**src/rtl/pipe_ctrl_pkg.sv**
```systemverilog
// Shared types and constants for the pipeline hazard controller.
package pipe_ctrl_pkg;

  localparam int unsigned REG_ADDR_W_DEF = 5;

  // Hazard FSM: running normally, or waiting on a stalled data-memory access.
  typedef enum logic [0:0] {
    StRun  = 1'b0,
    StWait = 1'b1
  } hazard_state_e;

  // EX operand source selects.
  localparam logic [1:0] FWD_RF    = 2'b00;
  localparam logic [1:0] FWD_EXMEM = 2'b10;
  localparam logic [1:0] FWD_MEMWB = 2'b01;

endpackage

```
**src/rtl/fwd_unit.sv**
```systemverilog
// Forwarding select for one EX operand. Purely combinational; x0 never forwarded.
module fwd_unit
  import pipe_ctrl_pkg::*;
#(
  parameter int unsigned AddrW = REG_ADDR_W_DEF
) (
  input  logic [AddrW-1:0] ex_rs_i,
  input  logic [AddrW-1:0] mem_rd_i,
  input  logic             mem_reg_write_i,
  input  logic [AddrW-1:0] wb_rd_i,
  input  logic             wb_reg_write_i,
  output logic [1:0]       fwd_sel_o
);

  // Youngest producer (EX/MEM) wins over MEM/WB.
  always_comb begin
    fwd_sel_o = FWD_RF;
    if (mem_reg_write_i && (mem_rd_i != '0) && (mem_rd_i == ex_rs_i)) begin
      fwd_sel_o = FWD_EXMEM;
    end else if (wb_reg_write_i && (wb_rd_i != '0) && (wb_rd_i == ex_rs_i)) begin
      fwd_sel_o = FWD_MEMWB;
    end
  end

endmodule

```
**src/rtl/pipeline_hazard_ctrl.sv**
```systemverilog
// Stall/flush/forwarding controller for the 5-stage pipeline.
// Optional macro PIPE_HAZARD_PERF_EN adds saturating event counters.
module pipeline_hazard_ctrl
  import pipe_ctrl_pkg::*;
#(
  parameter int unsigned REG_ADDR_W = REG_ADDR_W_DEF,
  parameter int unsigned PERF_W     = 32
) (
  input  logic                  clk,
  input  logic                  reset,
  input  logic [REG_ADDR_W-1:0] id_rs1,
  input  logic [REG_ADDR_W-1:0] id_rs2,
  input  logic [REG_ADDR_W-1:0] ex_rs1,
  input  logic [REG_ADDR_W-1:0] ex_rs2,
  input  logic [REG_ADDR_W-1:0] ex_rd,
  input  logic                  ex_MemRead,
  input  logic                  ex_redirect,
  input  logic [REG_ADDR_W-1:0] mem_rd,
  input  logic                  mem_RegWrite,
  input  logic                  mem_access,
  input  logic                  dmem_ready,
  input  logic [REG_ADDR_W-1:0] wb_rd,
  input  logic                  wb_RegWrite,
  output logic                  pc_hold,
  output logic                  if_id_hold,
  output logic                  id_ex_hold,
  output logic                  ex_mem_hold,
  output logic                  if_id_flush,
  output logic                  id_ex_flush,
  output logic                  mem_wb_bubble,
  output logic [1:0]            fwd_a,
  output logic [1:0]            fwd_b,
  output logic                  mem_wait
`ifdef PIPE_HAZARD_PERF_EN
  ,
  output logic [PERF_W-1:0]     perf_mem_stall,
  output logic [PERF_W-1:0]     perf_load_use,
  output logic [PERF_W-1:0]     perf_flush
`endif
);

  hazard_state_e state_q, state_d;
  logic          freeze;
  logic          load_use;

  // Memory freeze: a fresh access missing in RUN, or still missing in WAIT.
  always_comb begin
    freeze   = ((state_q == StRun) && mem_access && !dmem_ready) ||
               ((state_q == StWait) && !dmem_ready);
    load_use = ex_MemRead && (ex_rd != '0) && ((ex_rd == id_rs1) || (ex_rd == id_rs2));
  end

  // Next-state logic for the memory-wait FSM.
  always_comb begin
    state_d = state_q;
    unique case (state_q)
      StRun:   if (mem_access && !dmem_ready) state_d = StWait;
      StWait:  if (dmem_ready) state_d = StRun;
      default: state_d = StRun;
    endcase
  end

  // State register with synchronous reset.
  always_ff @(posedge clk) begin
    if (reset) state_q <= StRun;
    else       state_q <= state_d;
  end

  // Hold/flush outputs: freeze > redirect > load-use > normal.
  // A redirect during a freeze is not lost: EX is held, so it fires on release.
  always_comb begin
    pc_hold       = 1'b0;
    if_id_hold    = 1'b0;
    id_ex_hold    = 1'b0;
    ex_mem_hold   = 1'b0;
    if_id_flush   = 1'b0;
    id_ex_flush   = 1'b0;
    mem_wb_bubble = 1'b0;
    if (freeze) begin
      pc_hold       = 1'b1;
      if_id_hold    = 1'b1;
      id_ex_hold    = 1'b1;
      ex_mem_hold   = 1'b1;
      mem_wb_bubble = 1'b1;
    end else if (ex_redirect) begin
      if_id_flush = 1'b1;
      id_ex_flush = 1'b1;
    end else if (load_use) begin
      pc_hold     = 1'b1;
      if_id_hold  = 1'b1;
      id_ex_flush = 1'b1;
    end
  end

  // mem_wait is the registered state, so it trails the first stalled cycle.
  always_comb begin
    mem_wait = (state_q == StWait);
  end

  fwd_unit #(
    .AddrW (REG_ADDR_W)
  ) u_fwd_a (
    .ex_rs_i         (ex_rs1),
    .mem_rd_i        (mem_rd),
    .mem_reg_write_i (mem_RegWrite),
    .wb_rd_i         (wb_rd),
    .wb_reg_write_i  (wb_RegWrite),
    .fwd_sel_o       (fwd_a)
  );

  fwd_unit #(
    .AddrW (REG_ADDR_W)
  ) u_fwd_b (
    .ex_rs_i         (ex_rs2),
    .mem_rd_i        (mem_rd),
    .mem_reg_write_i (mem_RegWrite),
    .wb_rd_i         (wb_rd),
    .wb_reg_write_i  (wb_RegWrite),
    .fwd_sel_o       (fwd_b)
  );

`ifdef PIPE_HAZARD_PERF_EN
  logic [PERF_W-1:0] perf_mem_stall_q, perf_mem_stall_d;
  logic [PERF_W-1:0] perf_load_use_q, perf_load_use_d;
  logic [PERF_W-1:0] perf_flush_q, perf_flush_d;
  logic              ev_load_use;
  logic              ev_flush;

  // Count only events that actually took effect after priority resolution.
  always_comb begin
    ev_load_use      = !freeze && !ex_redirect && load_use;
    ev_flush         = !freeze && ex_redirect;
    perf_mem_stall_d = perf_mem_stall_q;
    perf_load_use_d  = perf_load_use_q;
    perf_flush_d     = perf_flush_q;
    if (freeze && (perf_mem_stall_q != '1)) perf_mem_stall_d = perf_mem_stall_q + PERF_W'(1);
    if (ev_load_use && (perf_load_use_q != '1)) perf_load_use_d = perf_load_use_q + PERF_W'(1);
    if (ev_flush && (perf_flush_q != '1)) perf_flush_d = perf_flush_q + PERF_W'(1);
  end

  // Saturating counter registers.
  always_ff @(posedge clk) begin
    if (reset) begin
      perf_mem_stall_q <= '0;
      perf_load_use_q  <= '0;
      perf_flush_q     <= '0;
    end else begin
      perf_mem_stall_q <= perf_mem_stall_d;
      perf_load_use_q  <= perf_load_use_d;
      perf_flush_q     <= perf_flush_d;
    end
  end

  assign perf_mem_stall = perf_mem_stall_q;
  assign perf_load_use  = perf_load_use_q;
  assign perf_flush     = perf_flush_q;
`else
  // PERF_W only sizes the optional counters; nothing to build without them.
  if (PERF_W == 0) begin : g_no_perf
  end
`endif

endmodule
```
**config.mk**
```make
export PLATFORM = sky130hd
export DESIGN_NAME = pipeline_hazard_ctrl
export DESIGN_NICKNAME = d
export VERILOG_FILES = /design/src/rtl/pipe_ctrl_pkg.sv /design/src/rtl/fwd_unit.sv /design/src/rtl/pipeline_hazard_ctrl.sv
export SDC_FILE = /design/constraint.sdc
export NUM_CORES = 1
export LEC_CHECK = 0
export CAP_MARGIN = 0
export CORE_MARGIN = 3
export CORE_UTILIZATION = 30
export CTS_BUF_LIST = sky130_fd_sc_hd__clkbuf_8
export DETAILED_ROUTE_END_ITERATION = 6
export GPL_ROUTABILITY_DRIVEN = 0
export MAX_ROUTING_LAYER = met4
export PLACE_DENSITY = 0.88
export REMOVE_ABC_BUFFERS = 1
export SLEW_MARGIN = 20
export SYNTH_ARGS = -nofsm -noshare
export SYNTH_HDL_FRONTEND = slang
export SYNTH_SLANG_ARGS = --single-unit
export TNS_END_PERCENT = 10
```
**constraint.sdc**
```tcl
create_clock -name clk -period 4.8 [get_ports clk]
set_input_delay 1.44 -clock clk [delete_from_list [all_inputs] [get_ports clk]]
set_output_delay 1.44 -clock clk [all_outputs]
set_load 0.01 [all_outputs]
```
==> Changelog: implementation, run 1 <==
## Implementation

- DRT Pass-1 Iters: 4
- Startpoint Class: input pin
- Largest net degree at the start of global routing: 5
- Power Density: 93.3 nW/um2
- Final hold slack: 612 ps
- CTS clock-pin slew for the worst setup and hold paths: 0 ps
- Status: complete, no violations
- Diode count: 0
- Flops after synth: 1
- Hold Crit Class: reg2reg
- Period Utilization, post-route: 0.992
- Worst Path Required: between 3000 and 4000 ps
- PortBufs: 54
- Hold buffers post-CTS: 0
- Yosys top cell by area: xor2_1
- Dpl ws: -138 ps
- Worst Skew: 0 ps
- # resized after CTS: 4
- Post-synth area hogs: xor2_1, xnor2_1, or4_1
- WP data arrival: roughly 3300 ps
- Post-synth seq share: 0.0422
- Design Area, Final: around 1100 um2
- Vias in the first global route: 614
- Core ar.: around 1400 um2
- Final Setup Violations: 0
- Final hold violations: 0
- Share of cells above drive strength 1: 0.125
- Final Power: 0.102 mW
- Dpl cells: 135
- Placed Area: 1070 um2
- Detailed Place HPWL: around 1900 um
- OpenROAD warnings: 28
- Relative slew slack: 0.758
- Post-layout minimum cycle time: 4760 ps
- DR iter-0 viols: 10
- Cell variety after synth: 18
- IR drop worst, VDD: about 0.000066 V
- Syn Inst Count: 61
- Setup bufs post-CTS: 0
- Row count: 13
- Most frequent logic cell in the layout: clkdlybuf4s50_1
- Post-Route Setup TNS: 0 ps
- Initial antenna violation count: 0
- Worst-margin pin slew: 359 ps
- Non-filler instance count after layout: 135
- First-pass GRT wire length: 2900 um
- Worst Setup End Kind: output pin
- Number of vias per cell: 4.87
- Pins Over Slew Limit: 0
- Yosys warning count: 0
- DIE AREA: 2090 um2
- Yosys stat area: 474 um2
- Antenna viol nets, final: 0
- Setup CP Type: in2out
- Mapped cell area: about 470 um2
- Final Core Density: 0.791
[run 1: power by group]
part	total (mW)	switching, mW	internal [mW]
clock network	0	0	0
registers	0.00907	0.000183	0.00889
logic	0.0930	0.0355	0.0575
[run 1: final timing paths]
check                  from       end  depth (start not counted)
hold / removal     mem_wait  mem_wait                          3
setup reg to reg   mem_wait  mem_wait                          3
hold reg to reg    mem_wait  mem_wait                          3
setup / recovery  mem_rd[3]  fwd_b[1]                          5
[run 1: cell usage after synthesis]
| library cell | n |
|---|---|
| xor2_1 | 24 |
| xnor2_1 | 6 |
| or4_1 | 5 |
| nor2_1 | 4 |
| buf_4 | 3 |
| inv_1 | 2 |
| nand3_1 | 2 |
| nor3_1 | 2 |
| nor4_1 | 2 |
| nor4_2 | 2 |
| o31ai_1 | 2 |
| a22oi_1 | 1 |
| dfxtp_1 | 1 |
| nand2_1 | 1 |
| o21ai_0 | 1 |
| o21ai_1 | 1 |
| o21ai_2 | 1 |
| or2_2 | 1 |
[run 1: logic make-up after synthesis]
kind of cell,after synthesis,share of synthesized area
DFF,1,0.0422
xor gates and xnor gates,30,0.554
and+or+nand+nor,19,0.253
buffers and inverters,5,0.0633
AOI/OAI and AO/OA,6,0.0871
[run 1: layout make-up]
cell class / count / area (um2)
Sequential cell: 1 / 20.0
Tap cell: 15 / 18.8
Inverter: 2 / 7.51
Timing Repair Buffer: 62 / 606
Multi-Input combinational cell: 55 / 442
Fill cell: 96 / 289
[run 1: metal layers]
| metal | track usage | routed length (um) |
|---|---|---|
| met1 | 0.240 | 805 |
| met2 | 0.354 | 1290 |
| met3 | 0 | 56 |
| met4 | 0 | 25 |
| met5 | - | 0 |
[run 1: worst max-delay path: stages]
cell and delay (ps):
clkdlybuf4s50_1 580, xnor2_1 150, nand3_1 130, nor4_2 390, clkdlybuf4s50_1 630
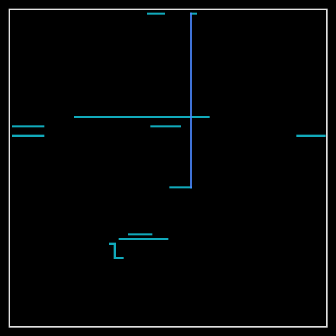
Fig. 1. Routed metal, one color a layer (run 1).
Only two layers are drawn.
[cyan] met3 | wire length: 56.1 um
[blue] met4 | wire length: 25.2 um

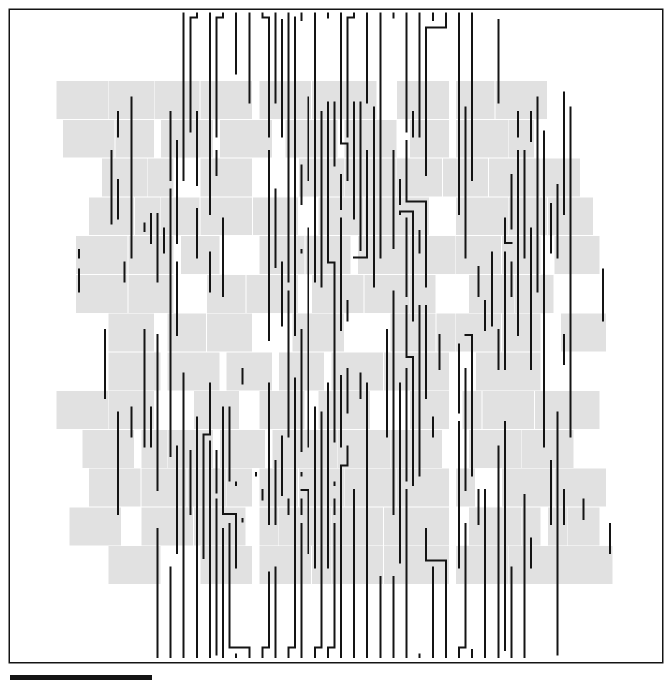
Fig. 2. Metal 2 (run 1).
Scale bar: 10 um.
longest straight run: 23.1 um
nets with wire on the layer: 148
wire length on this layer: 1290 um
main direction: vertical

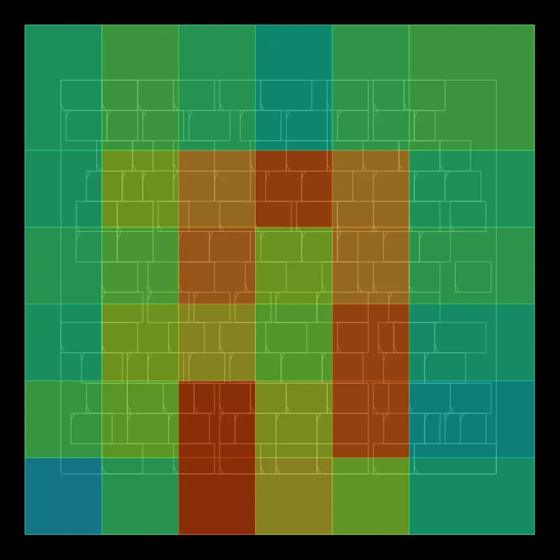
Fig. 3. Routing congestion map (run 1).
wire length per cell: 16.1 um
GR peak layer: met2
Total GRT Usage: 0.189
M1 GR Usage: 0.240
routing usage on met3: 0

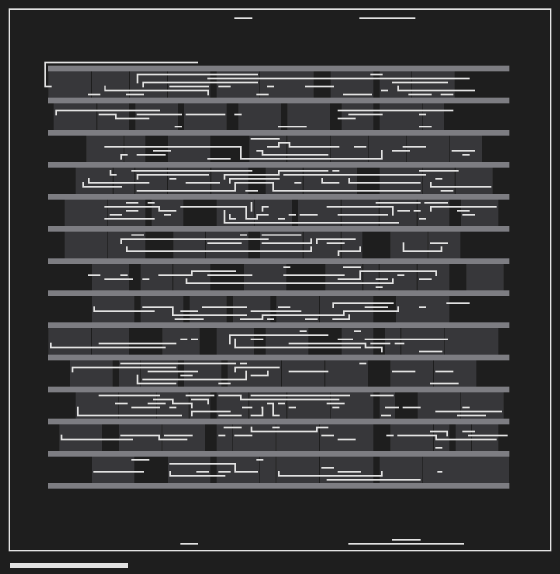
Fig. 4. Met1 routing (run 1).
Scale bar: 10 um. Supply wires on this layer in gray.
wire length on this layer: 805 um
share of all routed wire: 37%
longest straight run: 22.1 um

==> run 1 -> run 2 <==
--- a/config.mk
+++ b/config.mk
@@ -5,14 +5,14 @@
 export SDC_FILE = /design/constraint.sdc
 export NUM_CORES = 1
 export LEC_CHECK = 0
-export CAP_MARGIN = 0
+export CAP_MARGIN = 20
 export CORE_MARGIN = 3
 export CORE_UTILIZATION = 30
 export CTS_BUF_LIST = sky130_fd_sc_hd__clkbuf_8
 export DETAILED_ROUTE_END_ITERATION = 6
 export GPL_ROUTABILITY_DRIVEN = 0
 export MAX_ROUTING_LAYER = met4
-export PLACE_DENSITY = 0.88
+export PLACE_DENSITY_LB_ADDON = 0.3
 export REMOVE_ABC_BUFFERS = 1
 export SLEW_MARGIN = 20
 export SYNTH_ARGS = -nofsm -noshare
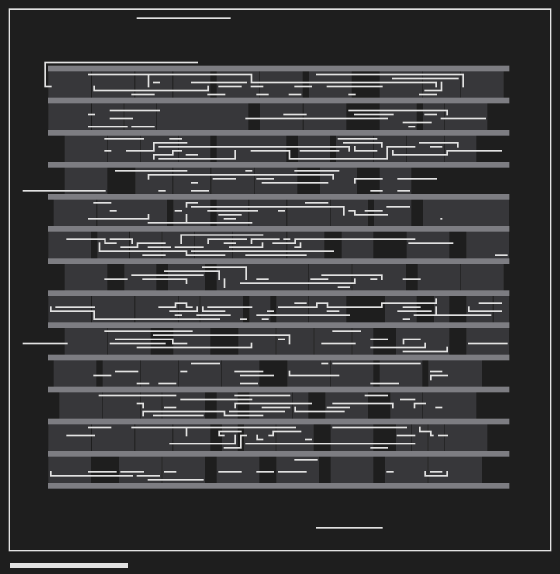
Fig. 5. Met1 routing (run 2).
Scale bar: 10 um. Supply wires on this layer in gray.
nets with wire on the layer: 145
longest straight run: 16.1 um
wire length on this layer: 788 um
share of all routed wire: 36%
main direction: horizontal

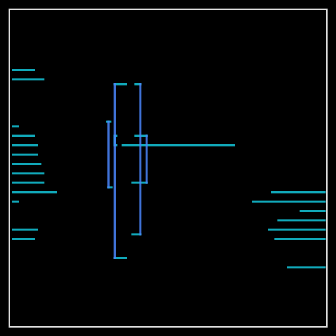
Fig. 6. Routed metal, one color a layer (run 2).
Only two layers are drawn.
[cyan] met3 | wire length: 120 um
[blue] met4 | wire length: 63.2 um

==> run 2 against run 1 <==
Net effect:
- final cell count is 2.2% higher
- worst setup slack worse by 32 ps
- via count is 3.3% higher
- worst hold slack better by 12 ps
- critical endpoint unchanged
- wire length is 0.32% lower
- sequential share of layout area is 0.092 points lower
- largest power group unchanged
- highest routed layer unchanged
- clock skew stayed put
- combinational power is 6.0% higher
==> Changelog: implementation, run 2 <==
## Implementation

- Design Area, Final: 1150 um2 (+5.3%)
- Largest net degree at the start of global routing: 5 (unchanged)
- Yosys top cell by area: xor2_1
- Hold Crit Class: reg2reg
- Ys async rst share: 0 (unchanged)
- Status: complete, no violations
- Setup bufs post-CTS: 0 (unchanged)
- Hold buffers post-CTS: 0 (unchanged)
- Detailed Place HPWL: 1810 um (-2.3%)
- OpenROAD warnings: 30 (+7.1%)
- Initial antenna violation count: 0 (unchanged)
- Worst Path Required: 3360 ps (about the same)
- Mapped cell area: 474 um2 (unchanged)
- Post-Synth AOI/OAI Area: 0.0871 (unchanged)
- Worst-margin pin slew: 332 ps (-27.0 ps)
- Xor/xnor share: 0.554 (unchanged)
- Post-Synth Adder-Cell Area: 0 (unchanged)
- Final Core Density: 0.833 (+0.0416)
- Startpoint Class: input pin
- Final hold violations: 0 (unchanged)
- Antenna viol nets, final: 0 (unchanged)
- Post-synth area hogs: xor2_1, xnor2_1, or4_1
- Worst Hold Launch: mem_wait
- Wire length per cell: 15.7 um (-2.5%)
- WP data arrival: 3350 ps (+30 ps)
- Total GRT Usage: 0.229 (+0.0402)
- Number of vias per cell: 4.92 (+1.1%)
- Die extent in x: 45.8 um
- Post-layout minimum cycle time: 4790 ps (+31.8 ps)
- Post-synth seq share: 0.0422 (unchanged)
- CTS clock-pin slew for the worst setup and hold paths: 0 ps (unchanged)
- PortBufs: 54 (unchanged)
- Most frequent logic cell in the layout: clkdlybuf4s50_1
- Yosys warning count: 0 (unchanged)
- Core ar.: 1380 um2 (unchanged)
- Dominant comb cell: XOR/XNOR gates
- FF-to-FF Start: mem_wait
- Commonest cells post-synth: xor2_1, xnor2_1, or4_1
- Mux cell area share: 0 (unchanged)
- Setup CP Type: in2out
- Share of cells above drive strength 1: 0.154 (+0.0295)
- Power Density: 93.6 nW/um2 (+0.29%)
- Crit path from: mem_rd[4]
- Final Setup Violations: 0 (unchanged)
- Yosys stat area: 474 um2 (unchanged)
- Worst Skew: 0 ps (unchanged)
- Main flop type: dfxtp_1
- Final hold slack: 624 ps (+12.3 ps)
- Diode count: 0 (unchanged)
- Vias in the first global route: 713 (+16%)
- Most common cell in the netlist: xor2_1
- DIE AREA: 2090 um2 (unchanged)
- Flops after synth: 1 (unchanged)
- Worst Setup End Kind: output pin
- DR iter-0 viols: 5 (-5)
- Syn Inst Count: 61 (unchanged)
- Placed Area: 1090 um2 (+2.1%)
- Final Power: 0.108 mW (+5.6%)
- First-pass GRT wire length: 3330 um (+15%)
- Row count: 13 (unchanged)
- Cell variety after synth: 18 (unchanged)
- Simple share: 0.253 (unchanged)
- IR drop worst, VDD: 0.0000591 V (-10%)
- Count of library flops with an enable pin: 0 (unchanged)
- Relative slew slack: 0.778 (+0.0192)
- Period Utilization, post-route: 0.998 (+0.00662)
- DRT Pass-1 Iters: 4 (unchanged)
-- run 2: final timing paths --
| check | endpoint | slack (ps) | depth (start not counted) |
|---|---|---|---|
| worst min-delay path | mem_wait | 620 | 3 |
| worst min register to register | mem_wait | 620 | 3 |
| worst max-delay path | fwd_b[1] | 9 | 6 |
| worst max register to register | mem_wait | 3970 | 3 |
-- run 2: stage by stage --
| step | setup slack, ps | instances | TNS, ps |
|---|---|---|---|
| 6_report | 8.89 | 138 | 0 |
| 5_1_grt | -30.1 | 138 | -53.7 |
| 4_1_cts | -35.8 | 138 | -35.8 |
| 2_1_floorplan | 776 | 58 | 0 |
| 3_3_place_gp | -108 | 138 | -237 |
| 3_5_place_dp | -142 | 138 | -522 |
-- run 2: area by class of cell --
class                   count  area (um2)
multi-input cells          55         474
repair buffers             65         631
flip-flops and latches      1        20.0
fillers                    90         231
inverters                   2        7.51
well taps                  15        18.8
-- run 2: logic make-up after synthesis --
logic type                Yosys count
DFF                                 1
AOI/OAI and AO/OA                   6
xor gates and xnor gates           30
and+or+nand+nor                    19
buffers and inverters               5
-- run 2: worst max-delay path, cell delays in order --
cell and delay (ps):
clkdlybuf4s50_1 410, or4_1 580, o21ai_4 220, nor4_4 80, buf_4 150, clkdlybuf4s50_1 470
-- run 2: where the power goes --
part	total, mW	switching [mW]	internal, mW
Clock	0	0	0
Sequential	0.00908	0.000190	0.00889
Combinational	0.0986	0.0391	0.0595
-- run 2: per-layer routing --
layer | share of wire | vias up | track usage
met2 | 0.55 | 32 | 0.437
li1 | - | 335 | -
met1 | 0.36 | 304 | 0.240
met3 | 0.055 | 8 | 0.0237
met4 | 0.029 | 0 | 0.0739
met5 | 0 | - | -
-- run 2: what timing repair did --
item	CTS	global route
endpoints found under the setup margin	4	5
pin swaps	0	2
resized	4	11
==> run 2 -> run 3 <==
--- a/config.mk
+++ b/config.mk
@@ -14,6 +14,7 @@
 export MAX_ROUTING_LAYER = met4
 export PLACE_DENSITY_LB_ADDON = 0.3
 export REMOVE_ABC_BUFFERS = 1
+export SKIP_LAST_GASP = 1
 export SLEW_MARGIN = 20
 export SYNTH_ARGS = -nofsm -noshare
 export SYNTH_HDL_FRONTEND = slang
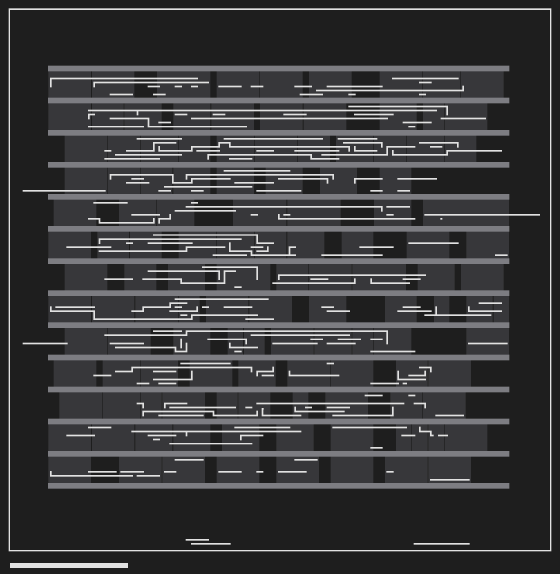
Fig. 7. Met1 routing (run 3).
Scale bar: 10 um. Supply wires on this layer in gray.
main direction: horizontal
share of all routed wire: 37%
longest straight run: 29.4 um
nets with wire on the layer: 142
wire length on this layer: 806 um

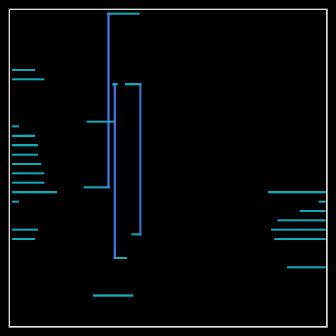
Fig. 8. Routed metal, one color a layer (run 3).
Only two layers are drawn.
[cyan] met3 | wire length: 105 um
[blue] met4 | wire length: 72.1 um

==> run 3 against run 2 <==
Net effect:
- the flow now finishes with violations (negative setup slack)
- combinational power decreased by 4.0%
- sequential cell count is the same
- critical endpoint unchanged
- critical path type unchanged
- core utilization down 3.2 points
- register-to-register slack better by 20 ps
==> Changelog: implementation, run 3 <==
## Implementation

- Status: finished, violations left
- Failing checks: negative setup slack
- Switching share of power: 0.349 (-0.0159)
- Vias in the first global route: 687 (-3.6%)
- Worst Setup End Kind: output pin
- Final hold violations: 0 (unchanged)
- Wire length per cell: 15.6 um (-0.60%)
- Startpoint Class: input pin
- Relative slew slack: 0.736 (-0.0414)
- Yosys warning count: 0 (unchanged)
- DR DRC count: 0
- Syn Inst Count: 61 (unchanged)
- CP peak stage delay: 520 ps (-60 ps)
- NetSw: 0.0362 mW (-7.9%)
- CP Buf/Inv Count: 4 (+1)
- DIE AREA: 2090 um2 (unchanged)
- Crit path from: mem_rd[0]
- IR drop worst, VDD: 0.0000576 V (-2.6%)
- Post-synth seq share: 0.0422 (unchanged)
- Placed Area: 1090 um2 (unchanged)
- DR iter-0 viols: 8 (+3)
- Setup CP Type: in2out
- Worst-margin pin slew: 392 ps (+60.0 ps)
- Diode count: 0 (unchanged)
- Final Setup Violations: 4 (+4)
- Most frequent logic cell in the layout: clkdlybuf4s50_1
- Final #Nets: 168
- Yosys top cell by area: xor2_1
- Total GRT Usage: 0.209 (-0.0197)
- Post-layout minimum cycle time: 4890 ps (+94.1 ps)
- Core ar.: 1380 um2 (unchanged)
- Pint: 0.0676 mW (-1.2%)
- Mapped cell area: 474 um2 (unchanged)
- DRT Pass-1 Iters: 4 (unchanged)
- CTS clock-pin slew for the worst setup and hold paths: 0 ps (unchanged)
- Slowest cell on crit path: clkdlybuf4s50_1
- Share of cells above drive strength 1: 0.138 (-0.0163)
- WP data arrival: 3450 ps (+100 ps)
- Met2 GRT Util: 0.390 (-0.0474)
- Row count: 13 (unchanged)
- Power Density: 93.7 nW/um2 (+0.15%)
- Ys async rst share: 0 (unchanged)
- Worst Path Required: 3360 ps (about the same)
- Commonest cells post-synth: xor2_1, xnor2_1, or4_1
- CP delay by family, top: buffers and inverters
- Post-Route Setup TNS: -179 ps (-179 ps)
- Clock power frac: 0 (unchanged)
- Number of vias per cell: 4.80 (-2.4%)
- Post-synth area hogs: xor2_1, xnor2_1, or4_1
- Main flop type: dfxtp_1
- Detailed Place HPWL: 1810 um (unchanged)
- Mean post-synth cell area: 7.77 um2
- FF-to-FF Start: mem_wait
- Hold Crit Class: reg2reg
- Clk_lat worst skew: 0 ps
- PortBufs: 54 (unchanged)
- RSZ-0062 raised after global routing: yes
- Period Utilization, post-route: 1.02 (+0.0196)
- Setup bufs post-CTS: 0 (unchanged)
- Die extent in x: 45.8 um (unchanged)
- Yosys stat area: 474 um2 (unchanged)
- Total grt overflow: 0
- First-pass GRT wire length: 3130 um (-6.0%)
- OpenROAD warnings: 30 (unchanged)
- Flops after synth: 1 (unchanged)
- Design Area, Final: 1110 um2 (-3.8%)
- Logic gate share of total power: 0.913 (-0.003)
- Largest net degree at the start of global routing: 5 (unchanged)
- Worst-path cell chain: clkdlybuf4s50_1 -> buf_4 -> xnor2_1 -> nand3_1 -> nor4_2 -> buf_4 -> clkdlybuf4s50_1
- Cell variety after synth: 18 (unchanged)
- Worst Hold Launch: mem_wait
- Final Core Density: 0.801 (-0.0317)
- Flop pwr share: 0.087 (+0.003)
- Worst Skew: 0 ps (unchanged)
- PnR worst setup slack: -85.2 ps (-94.1 ps)
- Dpl ws: -142 ps (unchanged)
- Count of library flops with an enable pin: 0 (unchanged)
- LEAKAGE: about 0.46 nW
- Most common cell in the netlist: xor2_1
- Area grow syn2layout: 134%
- Routing usage on met3: 0.0237 (unchanged)
- M1 GR Usage: 0.237 (-0.00233)
- GR peak layer: met2
- Antenna viol nets, final: 0 (unchanged)
- Initial antenna violation count: 0 (unchanged)
-- run 3: metal layers --
| layer | vias to the layer above | part of all wire | wire length (um) |
|---|---|---|---|
| li1 | 335 | - | - |
| met1 | 292 | 0.37 | 805 |
| met2 | 30 | 0.54 | 1180 |
| met3 | 6 | 0.048 | 104 |
| met4 | 0 | 0.033 | 72 |
| met5 | - | 0 | 0 |
-- run 3: final timing paths --
check | end | slack [ps] | depth (start not counted)
setup / recovery | fwd_b[1] | -90 | 7
hold / removal | mem_wait | 610 | 3
setup reg to reg | mem_wait | 3990 | 3
hold reg to reg | mem_wait | 610 | 3
-- run 3: final cells by class --
class                      count  area (um2)
multi-input combinational     55         437
timing repair buffer          65         624
fill                         106         275
sequential                     1        20.0
inverter                       2        7.51
tap                           15        18.8
-- run 3: stage by stage --
step / hold slack (ps) / power [mW] / cells
4_1_cts: 616 / 0.101 / 138
5_1_grt: 679 / 0.111 / 138
6_report: 608 / 0.104 / 138
2_1_floorplan: 613 / 0.0374 / 58
3_3_place_gp: 594 / 0.0978 / 138
3_5_place_dp: 610 / 0.101 / 138
-- run 3: power groups by stage --
stage / logic, mW / clock network (mW) / registers, mW
finish: 0.0947 / 0 / 0.00908
global route: 0.102 / 0 / 0.00917
CTS: 0.0923 / 0 / 0.00911
detailed placement: 0.0921 / 0 / 0.00911
global placement: 0.0888 / 0 / 0.00907
floorplan: 0.0282 / 0 / 0.00927
-- run 3: timing repair --
item / in CTS / in global routing
pin swaps: 0 / 0
hold buffers: 0 / 0
gates resized: 1 / 3
endpoints found under the setup margin: 4 / 6
-- run 3: kinds of logic after synthesis --
logic type | synth area share
XOR/XNOR | 0.554
AND/OR/NAND/NOR | 0.253
AND-OR/OR-AND | 0.0871
buffers and inverters | 0.0633
flip-flops | 0.0422
No activity file was given, so power comes from the tool's default toggle rates.
